$ cat src/rtl/muldiv_sequencer.sv
// Multi-cycle MUL/UDIV/SDIV sequencer for the E stage; one result bit per cycle, WIDTH+1 cycle latency (1 for divide-by-zero).
// Holds F/D/E via StallMD while accepting or running; the result is presented for one DONE cycle and cannot be back-pressured.
module muldiv_sequencer #(
  parameter int WIDTH = 32,
  parameter int CNTW  = $clog2(WIDTH)
) (
  input  logic             clk,
  input  logic             reset,
  input  logic             StartE,
  input  logic [1:0]       OpE,
  input  logic [WIDTH-1:0] SrcAE,
  input  logic [WIDTH-1:0] SrcBE,
  input  logic [3:0]       WA3E,
  input  logic             FlushE,
  output logic             StallMD,
  output logic             Busy,
  output logic             RegWriteMD,
  output logic [WIDTH-1:0] ResultM,
  output logic [3:0]       WA3M
);

  typedef enum logic [1:0] {
    IDLE = 2'd0,
    RUN  = 2'd1,
    DONE = 2'd2
  } state_t;

  state_t state, state_nxt;

  // mcand: multiplicand, or divisor for divides.
  // mplier: multiplier, or dividend shifting out / quotient shifting in.
  logic [WIDTH-1:0] acc;
  logic [WIDTH-1:0] mcand;
  logic [WIDTH-1:0] mplier;
  logic [WIDTH-1:0] rem;
  logic [CNTW-1:0]  cnt;
  logic             is_div_q;
  logic             neg_q;
  logic [3:0]       wa3_pend;
  logic [WIDTH-1:0] result_q;
  logic [3:0]       wa3_q;

  logic             op_div_e;
  logic             op_sdiv_e;
  logic             div_zero_e;
  logic             accept;
  logic             last_iter;
  logic [WIDTH-1:0] a_abs;
  logic [WIDTH-1:0] b_abs;
  logic [WIDTH:0]   rem_shift;
  logic [WIDTH:0]   rem_diff;
  logic             div_ge;
  logic [WIDTH-1:0] rem_step;
  logic [WIDTH-1:0] quo_step;
  logic [WIDTH-1:0] quo_final;
  logic [WIDTH-1:0] acc_step;

  assign op_div_e   = (OpE == 2'b01) || (OpE == 2'b10);
  assign op_sdiv_e  = (OpE == 2'b10);
  assign div_zero_e = op_div_e && (SrcBE == '0);
  assign accept     = (state == IDLE) && StartE && !FlushE;
  assign last_iter  = (cnt == '0);

  // abs(MIN) wraps back to MIN, which read as unsigned is exactly 2^(WIDTH-1).
  assign a_abs = (op_sdiv_e && SrcAE[WIDTH-1]) ? -SrcAE : SrcAE;
  assign b_abs = (op_sdiv_e && SrcBE[WIDTH-1]) ? -SrcBE : SrcBE;

  // Restoring step: the stored remainder is always below the divisor, so only
  // the shifted trial value needs the extra bit.
  assign rem_shift = {rem, mplier[WIDTH-1]};
  assign rem_diff  = rem_shift - {1'b0, mcand};
  assign div_ge    = (rem_shift >= {1'b0, mcand});
  assign rem_step  = div_ge ? rem_diff[WIDTH-1:0] : rem_shift[WIDTH-1:0];
  assign quo_step  = {mplier[WIDTH-2:0], div_ge};
  assign quo_final = neg_q ? -quo_step : quo_step;

  assign acc_step = mplier[0] ? (acc + mcand) : acc;

  always_ff @(posedge clk or negedge reset) begin
    if (!reset) begin
      state <= IDLE;
    end else begin
      state <= state_nxt;
    end
  end

  always_comb begin
    state_nxt = state;
    case (state)
      IDLE: begin
        if (accept) begin
          state_nxt = div_zero_e ? DONE : RUN;
        end
      end
      RUN: begin
        if (FlushE) begin
          state_nxt = IDLE;
        end else if (last_iter) begin
          state_nxt = DONE;
        end
      end
      DONE:    state_nxt = IDLE;
      default: state_nxt = IDLE;
    endcase
  end

  always_ff @(posedge clk or negedge reset) begin
    if (!reset) begin
      acc      <= '0;
      mcand    <= '0;
      mplier   <= '0;
      rem      <= '0;
      cnt      <= '0;
      is_div_q <= 1'b0;
      neg_q    <= 1'b0;
      wa3_pend <= '0;
      result_q <= '0;
      wa3_q    <= '0;
    end else if (accept) begin
      acc      <= '0;
      rem      <= '0;
      cnt      <= CNTW'(WIDTH - 1);
      is_div_q <= op_div_e;
      neg_q    <= op_sdiv_e && (SrcAE[WIDTH-1] ^ SrcBE[WIDTH-1]);
      wa3_pend <= WA3E;
      mcand    <= op_div_e ? b_abs : SrcAE;
      mplier   <= op_div_e ? a_abs : SrcBE;
      if (div_zero_e) begin
        result_q <= '0;
        wa3_q    <= WA3E;
      end
    end else if ((state == RUN) && !FlushE) begin
      cnt <= cnt - CNTW'(1);
      if (is_div_q) begin
        rem    <= rem_step;
        mplier <= quo_step;
      end else begin
        acc    <= acc_step;
        mcand  <= mcand << 1;
        mplier <= mplier >> 1;
      end
      // Result and destination only change on entry to DONE so they hold otherwise.
      if (last_iter) begin
        result_q <= is_div_q ? quo_final : acc_step;
        wa3_q    <= wa3_pend;
      end
    end
  end

  assign Busy       = (state != IDLE);
  assign RegWriteMD = (state == DONE);
  assign StallMD    = accept || (state == RUN);
  assign ResultM    = result_q;
  assign WA3M       = wa3_q;

endmodule

$ cat config.mk
export PLATFORM = sky130hd
export DESIGN_NAME = muldiv_sequencer
export DESIGN_NICKNAME = d
export VERILOG_FILES = /design/src/rtl/muldiv_sequencer.sv
export SDC_FILE = /design/constraint.sdc
export NUM_CORES = 1
export LEC_CHECK = 0
export CORE_MARGIN = 5
export CORE_UTILIZATION = 56
export CTS_CLUSTER_DIAMETER = 60
export DETAILED_ROUTE_END_ITERATION = 10
export GPL_ROUTABILITY_DRIVEN = 0
export PLACE_DENSITY = 0.87
export SLEW_MARGIN = 15
export SYNTH_ARGS = -nofsm -noshare
export SYNTH_HDL_FRONTEND = slang
export SYNTH_SLANG_ARGS = --single-unit
$ cat constraint.sdc
create_clock -name clk -period 5.8 [get_ports clk]
set_input_delay 0.58 -clock clk [delete_from_list [all_inputs] [get_ports clk]]
set_output_delay 0.58 -clock clk [all_outputs]
set_load 0.02 [all_outputs]
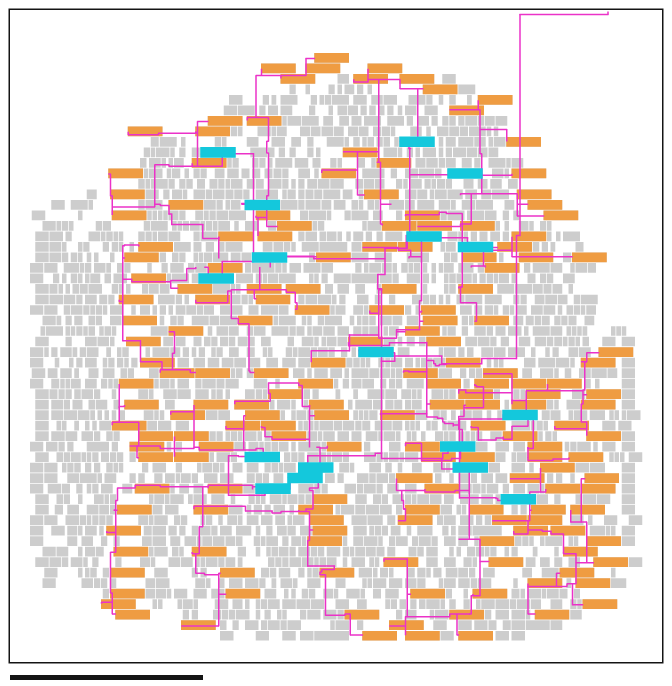
Run 1: clock distribution
Bar = 50 µm.
Magenta marks clock wires, length 2330 µm. Orange marks flip-flops, count 177. Cyan marks cells driving clock nets, count 17.
Position of the flops: spread over the die.
worst setup skew after layout: 0.0117 ns
clock-net power: 1.19 mW
fraction of power consumed by the clock network: 17.6%

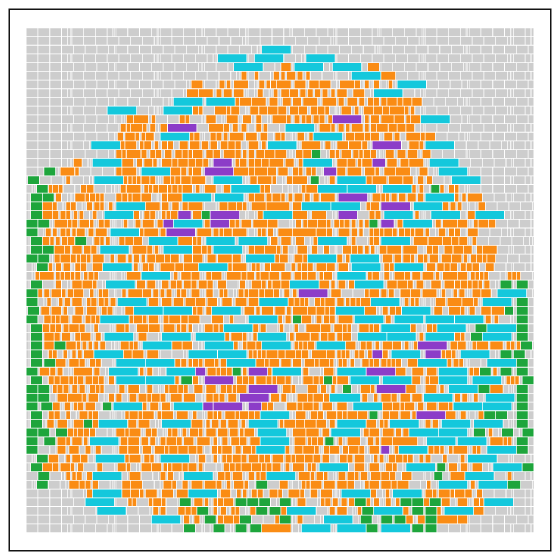
Run 1: placement by cell class
Fill, decap, tap and diode cells in grey.
Cyan marks flip-flops, cells 177, share of their area 28%. Green marks other buffers and delay cells, cells 128, share of their area 8.0%. Purple marks clock drivers and dummy loads, cells 32, share of their area 3.9%. Orange marks all other logic, cells 1484, share of their area 60%.
post-route cell area: 0.0160 mm²
number of placement rows: 58
sequential share of cell area: 27.7%
final core area utilization: 63.9%
core area: 0.0250 mm²

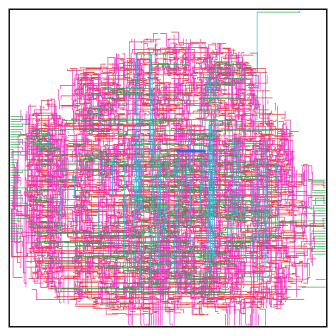
Run 1: routed metal, one colour a layer
Blue marks met5, wire length 13.8 µm. Magenta marks met2, wire length 20.6 mm. Red marks met1, wire length 17600 µm. Cyan marks met4, wire length 2860 µm. Green marks met3, wire length 5910 µm.
DR WL/cell: 21.8 µm
wirelength, routed: 47000 µm
GRT Resource Usage Total: 32.5%

[run 1: registers in the layout, indices dropped and copies added, names as in the netlist]
signal and flops:
ResultM 32, acc 32, mcand 32, mplier 32, rem 32, cnt 5, WA3M 4, wa3_pend 4
state 2, is_div_q 1, neg_q 1
[run 1: final cells by class]
| class | count | share of cell area, % |
|---|---|---|
| timing repair buffer | 128 | 7.76 |
| inverter | 63 | 1.48 |
| tap | 330 | 2.58 |
| multi-input combinational | 1421 | 56.7 |
| clock inverter | 14 | 1.02 |
| sequential | 177 | 27.7 |
| clock buffer | 18 | 2.74 |
[run 1: worst max-delay path, delay by kind of cell (launching register included)]
family / cells / cell delay, ns
flops: 1 / 0.38
compound gates: 8 / 1.45
xor+xnor: 1 / 0.16
simple gates: 7 / 1.98
fa+ha+maj: 2 / 0.59
buf+inv: 2 / 0.17
==> results.txt, run 1 <==
This memo summarizes the results of the implementation run.

Final timing
In the final timing run, aggregate negative setup slack is 0 ns. The number of setup violations in the final report is 0. The clock period minus final worst setup slack is 4.88 ns. The final-report hold violation count is 0. Setup repair after global routing left no endpoint under its margin.

The worst hold margin is 0.162 ns. The number of slew-limit violations in the final report is 0. The highest achievable clock rate is 205 MHz. For the pin with the worst max-slew slack, the measured transition is 1.20 ns.

The slew check shows that the tightest pin keeps a relative margin of 20.0%. The worst setup margin is 0.921 ns. Post-route period utilization is reported as 84.1%.

Worst setup path
The maximum net fanout on the critical path is 6. The most critical setup path has its endpoint at ResultM[28]$_DFFE_PN0P_. At the worst endpoint, the required time is 6.11 ns. The critical path's largest stage delay is 0.48 ns. The capture point of the worst register-to-register path is recorded as ResultM[28]$_DFFE_PN0P_. The data arrival time at the worst-slack endpoint is 5.19 ns.

The slowest stage of the critical path is the sky130_fd_sc_hd__nor3_1 cell. The reg-to-reg startpoint is mcand[7]$_DFFE_PN0P_. The worst setup path is captured at a register. The category of the worst setup path launch point is a register. In this run the worst setup path begins at mcand[7]$_DFFE_PN0P_. The worst setup path is of the reg -> reg kind. The reg2reg setup slack is 0.92 ns.

Counting cells, the worst reg-to-reg path comes to 20. Traced cell by cell, the critical path runs through inv_1 > ha_1 > o21ai_0 > o21ai_0 > a31o_2 > nor3_1 > o21a_1 > o21ai_4 > clkinv_1 > ha_1 > nand2b_1 > or3_1 > or2_1 > or2_4 > or4_4 > o21ai_2 > xor2_1 > nor3_1 > a21oi_2 > o41ai_1.

Placed design
The total half-perimeter wirelength after legalization and detailed placement is 34500 µm. The instance area after placement is 0.0154 mm². Port buffering added 112 buffers.

The worst slack at placement is 1.06 ns. Once placement completed, the tool counted placed cells totaling 2119.

Finish
Per the layout report, the design carries 2073 filler cells. The layout overhead on the synthesized area is 13.4%. The final layout contains 1953 nets. The top cell types in the final layout, fill and taps aside, are sky130_fd_sc_hd__nand2_1 (203), sky130_fd_sc_hd__a21oi_1 (191), sky130_fd_sc_hd__dfrtp_1 (176), sky130_fd_sc_hd__o21ai_0 (172), sky130_fd_sc_hd__nor2_1 (159). The highest-count logic cell in the final layout is sky130_fd_sc_hd__nand2_1. The area taken by flip-flops and latches is 0.00443 mm².

The non-filler instance count after layout is 2151. For this run, the script counts the antenna cells in the layout as 0. The proportion of layout cells with a drive suffix above 1 is 4.28%.

The area occupied by multi-input gates is 0.00908 mm².

Logic synthesis
The synthesis run shows multiplexers occupying 5.14% of the cell area. The synthesized-area fraction occupied by and/or/nand/nor cells is 17.1%. The cell area after technology mapping is 0.0141 mm². Yosys reported that registers with async set or reset make up 100%. The warning tally printed by Yosys for this design is 0. Counting instances in the post-synthesis netlist gives the leading cell types as sky130_fd_sc_hd__nand2_1 (204), sky130_fd_sc_hd__a21oi_1 (191), sky130_fd_sc_hd__dfrtp_1 (177). The largest non-sequential cell family by area is AND-OR/OR-AND gates. For this design, Yosys synthesis ends with a cell count of 1761. Synthesis handed over a netlist of 1761 instances. The portion of synthesized cell area occupied by the leading cell type is 31.4%. In the post-synthesis netlist, the biggest area contributors are sky130_fd_sc_hd__dfrtp_1 (31%), sky130_fd_sc_hd__a21oi_1 (6.8%), sky130_fd_sc_hd__ha_1 (6.1%). The cell type with the largest total area after synthesis is sky130_fd_sc_hd__dfrtp_1.

The area recorded from the Yosys report for this design is 0.0141 mm². The synthesis-stage register bit count is 177. The cell-mix breakdown from Yosys lists the adder-cell area share as 6.40%.

In this run the mean area of a mapped cell was 8.02 µm². The distinct cell type count of the synthesized netlist is 80. The post-synth net total is 1906. The number of synthesized flops with an enable pin is 0.

The part of the Yosys area used for sequential elements is 31.4%. For reference, compound AND-OR and OR-AND cells occupy 27.4% of the area reported after synthesis. Among all cell types in the netlist, the one instantiated most often is sky130_fd_sc_hd__nand2_1. After Yosys synthesis, XOR and XNOR cells account for 8.07% of the synthesized area.

Per the synth stats, the flop cell with the highest instance count is sky130_fd_sc_hd__dfrtp_1.

Power
The analysis attributes to net switching a power of 3.27 mW. The group drawing the most power is combinational logic. For the combinational group, total power comes out at 3.65 mW. The combinational fraction of design power is 53.8%. The internal power of the cells is 3.51 mW. The sequential logic power is 1.94 mW. Power spread over the standard cell area amounts to 424 mW/mm². The final total power is 6.78 mW. The highest supply drop recorded on VDD is 0.000363 V. Sequential cells account for 28.6% of the total power. The net switching fraction of the power is 48.2%. The analysis attributes to cell leakage a power of 6.77 nW.

Clock tree
The number of clock sinks seen by CTS is 177. In this run the deepest clock path goes through 2 buffers. The count of buffers added by post-CTS timing repair for setup is 0.

After clock tree synthesis, the clock-pin slew on the worst setup and hold paths is 0.08 ns. TritonCTS built the clock tree. Per the CTS log, the maximum H-tree level is 4. Per the CTS log, the root buffer master is sky130_fd_sc_hd__clkbuf_16.

The total of cells resized after clock tree synthesis is 0. Hold repair after CTS inserted 0 buffers. The number of buffers created by CTS is 17. The clock latency of the later-clocked register in the worst-skew pair is 0.45 ns.

Floorplanning
At the floorplan stage, the core utilization is reported as 56.4%. The die covers 0.0285 mm². The vertical die dimension is 169 µm. The die is 169 µm wide. 113 I/O pins were placed.

Status
The flow ran to the end, and the final reports show no timing, DRC or antenna violations.

Route
The script logs the ratio of routed vias to standard cells as 6.76. According to the report, the first pass of detailed routing completed in 10 iterations. The amount of wire on met2 after detailed routing is 20600 µm. In this run, the number of DRC markers left after iteration 0 of detailed routing was 2058. The total vias in the final route is 14500.

The detail route stage leaves a number of antenna-violating nets equal to 0. The detailed router put a total of 17600 µm of wire on met1. The detailed router used layers up to and including met5. For this run, design rule violations remaining after detail routing come to 0.

Detailed routing placed a total of 5910 µm of wire on met3.

Flow run
The tool flagged a number of max-cap violations equal to 0. The number of warnings reported in the stage logs is 28.

Global route
The first-pass GRT wire length is 74500 µm. Global routing consumed, on the met2 layer, 50.1% of the routing resources. In the global route stage, met1 resource usage came out at 42.2%. The via count of the first global-routing pass came to 13700. The number of antenna violations at the first check in global routing is 1. Global routing put the most usage on met2.

Entering global routing, the biggest net connects 99 pins. For met3 alone, demand over resource in global routing was 8.29%. Recorded from the global router log, the overflow total was 0.

Hold path
The type of the worst min-delay path is in -> async.
## Run 2: what changed since run 1
--- a/config.mk
+++ b/config.mk
@@ -6,11 +6,11 @@
 export NUM_CORES = 1
 export LEC_CHECK = 0
 export CORE_MARGIN = 5
-export CORE_UTILIZATION = 56
+export CORE_UTILIZATION = 54
 export CTS_CLUSTER_DIAMETER = 60
 export DETAILED_ROUTE_END_ITERATION = 10
 export GPL_ROUTABILITY_DRIVEN = 0
-export PLACE_DENSITY = 0.87
+export PLACE_DENSITY = 0.88
 export SLEW_MARGIN = 15
 export SYNTH_ARGS = -nofsm -noshare
 export SYNTH_HDL_FRONTEND = slang
==> constraint.sdc (replaced) <==
create_clock -name clk -period 4.3 [get_ports clk]
set_input_delay 0.43 -clock clk [delete_from_list [all_inputs] [get_ports clk]]
set_output_delay 0.43 -clock clk [all_outputs]
set_load 0.02 [all_outputs]
==> run 2 against run 1 <==
Effect of this change: synthesized cell count is the same; clock power grew 35%; combinational power grew 48%; final cell count grew 2.9%; count of clock-buffer cells in the layout is the same; area after synthesis is the same; worst hold slack lost 0.095 ns; maximum frequency grew 14%; critical path type unchanged; highest routed layer is now met4.
==> results.txt, run 2 <==
This memo summarizes the results of the implementation run.

Logic synthesis
Summing the areas of all compound-gate instances in the mapped netlist gives 27.4% of the synthesized area. The number of cell instances after yosys synthesis is 1761. Looking at the cell usage after synthesis, the top flip-flop cell is sky130_fd_sc_hd__dfrtp_1. The distinct cell type count of the synthesized netlist is 80. The cell area after technology mapping is 0.0141 mm². Yosys reports that the most numerous cell types are sky130_fd_sc_hd__nand2_1 (204), sky130_fd_sc_hd__a21oi_1 (191), sky130_fd_sc_hd__dfrtp_1 (177). The summed standard-cell area reported by yosys is 0.0141 mm². Counting flops with an async set or reset pin after synthesis yields a share of 100%. The adder and majority gate portion of the synthesized area is 6.40%. The gate count after technology mapping is 1761. Summing the areas of all xor and xnor instances in the mapped netlist gives 8.07% of the synthesized area. The cell type with the largest total area after synthesis is sky130_fd_sc_hd__dfrtp_1. The largest non-sequential cell family by area is AND-OR/OR-AND gates. The cell with the most instances after synthesis is sky130_fd_sc_hd__nand2_1. The synthesis-stage register bit count is 177.

The part of the Yosys area used for sequential elements is 31.4%. For reference, simple AND, OR, NAND and NOR cells occupy 17.1% of the area reported after synthesis. In the post-synthesis netlist, the biggest area contributors are sky130_fd_sc_hd__dfrtp_1 (31%), sky130_fd_sc_hd__a21oi_1 (6.8%), sky130_fd_sc_hd__ha_1 (6.1%). Dividing the synthesized area by the synthesized cell count gives 8.02 µm².

The number of synthesis warnings is 0. Summing all multiplexer cells gives an area fraction of 5.14%. Counting flops with a built-in enable in the synthesized netlist gives 0.

The post-synth net total is 1906. The portion of synthesized cell area occupied by the leading cell type is 31.4%.

Power
Power comes to 9.63 mW. The combinational gate power is 5.41 mW. The share of total power dissipated in combinational logic is 56.2%.

The highest supply drop recorded on VDD is 0.000399 V. The net switching fraction of the power is 47.3%. Sequential cells consume a total of 2.60 mW. Of all power groups, the one with the highest power is combinational logic. In this run, flip-flops and latches consume 27.0% of the power.

The areal power density over the cells is 577 mW/mm². Cell internal power was estimated by the tool at 5.07 mW. For this design the total switching power over the nets is 4.56 mW. The leakage power is 7.03 nW.

The clock network power is 1.61 mW.

Placed design
The number of I/O port buffers is 112. The total half-perimeter wirelength after legalization and detailed placement is 35500 µm. The number of placed cells counting well taps is 2165. The post-placement cell area is 0.0157 mm². The worst slack at placement is 0.0000702 ns.

Finish
The clock tree buffer count of the final layout is 18. The count of filler cells inserted in the layout is 2013. The finished layout holds 2213 standard cells, fillers aside.

The highest-count logic cell in the final layout is sky130_fd_sc_hd__nand2_1. The leading cell category by total area is multi-input combinational cells. Of the total standard cell area in the layout, the multi-input combinational portion is 55.9%. By instance count after routing, the leading logic cell types are sky130_fd_sc_hd__nand2_1 (203), sky130_fd_sc_hd__a21oi_1 (189), sky130_fd_sc_hd__dfrtp_1 (176), sky130_fd_sc_hd__o21ai_0 (169), sky130_fd_sc_hd__nor2_1 (159). The count of plain and timing-repair buffers in the layout is 185. The final design was reported to hold multi-input combinational gates totalling 1421. Per the layout area report, the register area comes to 0.00443 mm². The final core utilization is 64.4%.

Sequential cells make up 26.5% of the cell area. Relative to the synthesized area, the layout overhead comes to 18.3%. 0 antenna diodes ended up in the layout. The area of all placed cells without fillers is 0.0167 mm². The area occupied by multi-input gates is 0.00933 mm². The inverter count is 63. The clock-cell share of area is 3.51%.

The layout sequential cell count is 177. The post-route netlist has 9.32% of its cells at a drive strength greater than 1. According to the finish report, the design has a final net count of 2010.

Route
The final routed wire length divided by cell count is 22.4 µm. In this run, the number of DRC markers left after iteration 0 of detailed routing was 1958. Nets still carrying antenna violations after routing amount to 0. The post-detailed-route DRC marker count is 0. The total vias in the final route is 15000. In the per-layer breakdown of the detailed-route log, met1 shows 17800 µm.

Before antenna repair, the detailed router went through 6 iterations. The highest metal layer with signal wires is met4. The amount of wire on met3 after detailed routing is 6540 µm.

Summed over all nets, wire length on met2 after detailed routing comes to 21800 µm. Using the TritonRoute via totals, the vias-per-cell ratio works out to 6.76.

Worst setup path
The worst setup path is of the reg -> reg kind. According to the timing report, the data required time at the worst endpoint equals 4.61 ns. The cell family with the largest share of critical-path delay is simple AND/OR/NAND/NOR gates. The longest incremental delay of any stage on the critical path is reported as 0.53 ns. The slowest stage of the critical path is the sky130_fd_sc_hd__or4_4 cell.

The category of the worst setup path launch point is a register. The number of buffers and inverters on the critical path is 2. For flop-to-flop paths, the worst setup slack is 0.002 ns. The data arrival time at the worst-slack endpoint is 4.60 ns. The maximum net fanout on the critical path is 4. STA classifies the critical path endpoint as a register.

Floorplanning
The core area is 0.0259 mm². According to the I/O placement log, the pin count is 113. The vertical die dimension is 172 µm. The die boundary width is 172 µm. The starting density of the core is 54.5%. The floorplan step defined a die boundary enclosing 0.0295 mm².

The number of cell rows is 59. The well-tap cell count is 335.

Clock tree
TritonCTS created 17 clock buffers. The clock net in this run drives a total of 177 sinks. The clock transition time at the flip-flop clock pins of the worst setup and hold paths is 0.08 ns.

The TritonCTS clock tree is built. In this run, post-CTS repair resized a total of 3 instances. The number of H-tree branching levels is 4. The master cell of the clock root buffer is sky130_fd_sc_hd__clkbuf_16. The count of hold-fix buffers inserted at cts is 0. The count of buffers added by post-CTS timing repair for setup is 0. The number of buffers on the longest clock path is 2.

Final timing
Setup repair after global routing could not meet its margin everywhere. The transition time at the pin with the least slew margin is 1.21 ns. The worst hold margin is 0.0663 ns. The fraction of the cycle the final worst path needs is 99.9%. The normalized max-slew margin is 19.5%. The number of setup violations in the final report is 0. In the final report, the number of hold violations comes to 0.

The worst setup margin is 0.00236 ns. Counting I/O delays and the setup requirement, the final critical path takes 4.30 ns. Per the timing report, the achievable frequency comes out to 233 MHz.

Setup total negative slack on the finished layout was measured at 0 ns. Counting pins that exceed their max-slew limit in the final report gives 0.

Global route
The via count of the first global-routing pass is 14000. Entering global routing, the biggest net connects 98 pins. The first-pass GRT wire length is 75300 µm.

Recorded from the global router log, the overflow total was 0. The number of antenna violations at the first check in global routing is 0. The fraction of met1 tracks used by global routing is 41.3%.

The total global routing track utilization is 32.3%. In this run the most used layer during global routing was met2. The met2 demand-to-capacity share in global routing is 49.3%. In the global route stage, met3 resource usage came out at 9.24%.

Flow run
The max-capacitance violation count is 0. The tool warning count is 28.

Status
The flow ran to the end, and the final reports show no timing, DRC or antenna violations.

Hold path
Note that the worst hold path type here is in -> async.
[run 2: final timing paths]
kind | from | endpoint | depth (start not counted)
setup / recovery | mcand[14]$_DFFE_PN0P_ | ResultM[28]$_DFFE_PN0P_ | 20
max in group asynchronous | reset | mcand[0]$_DFFE_PN0P_ | 2
min in group clk | wa3_pend[3]$_DFFE_PN0P_ | wa3_pend[3]$_DFFE_PN0P_ | 2
hold / removal | reset | ResultM[10]$_DFFE_PN0P_ | 1
hold reg to reg | wa3_pend[3]$_DFFE_PN0P_ | wa3_pend[3]$_DFFE_PN0P_ | 2
setup reg to reg | mcand[14]$_DFFE_PN0P_ | ResultM[28]$_DFFE_PN0P_ | 20
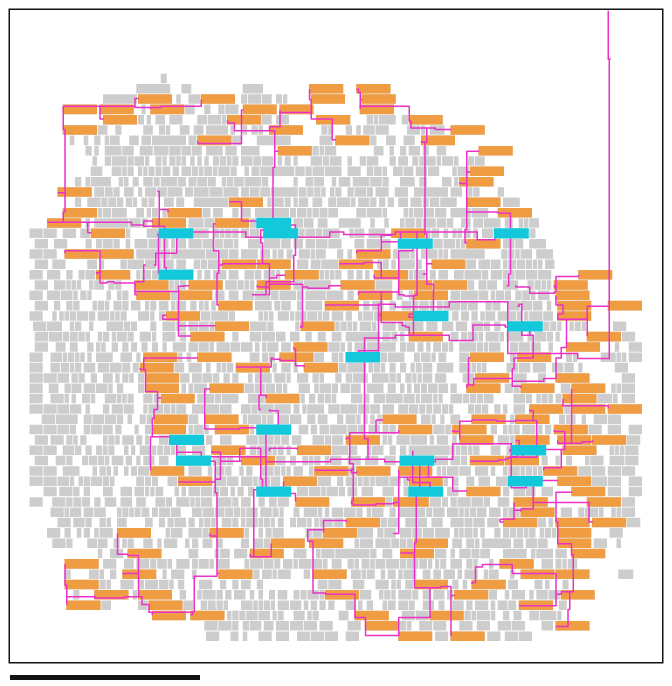
Run 2: clock distribution
Bar = 50 µm.
worst setup skew after layout: 0.0134 ns
clk ins delay skew pair: 0.45 ns
fraction of power consumed by the clock network: 16.8%

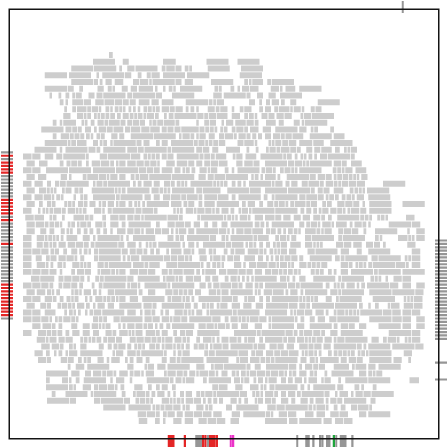
Run 2: pin placement
Pins as bars across the die edge, other pins in grey.
Red marks SrcBE, pins 32, direction input, edge 22 left, 10 bottom. Green marks StartE, pins 1, direction input, edge bottom. Magenta marks OpE, pins 2, direction input, edge bottom.
All pins by edge: 50 left, 32 right, 30 bottom, 1 top.

Power figures rest on the tool's default switching activity, not on a simulated workload.
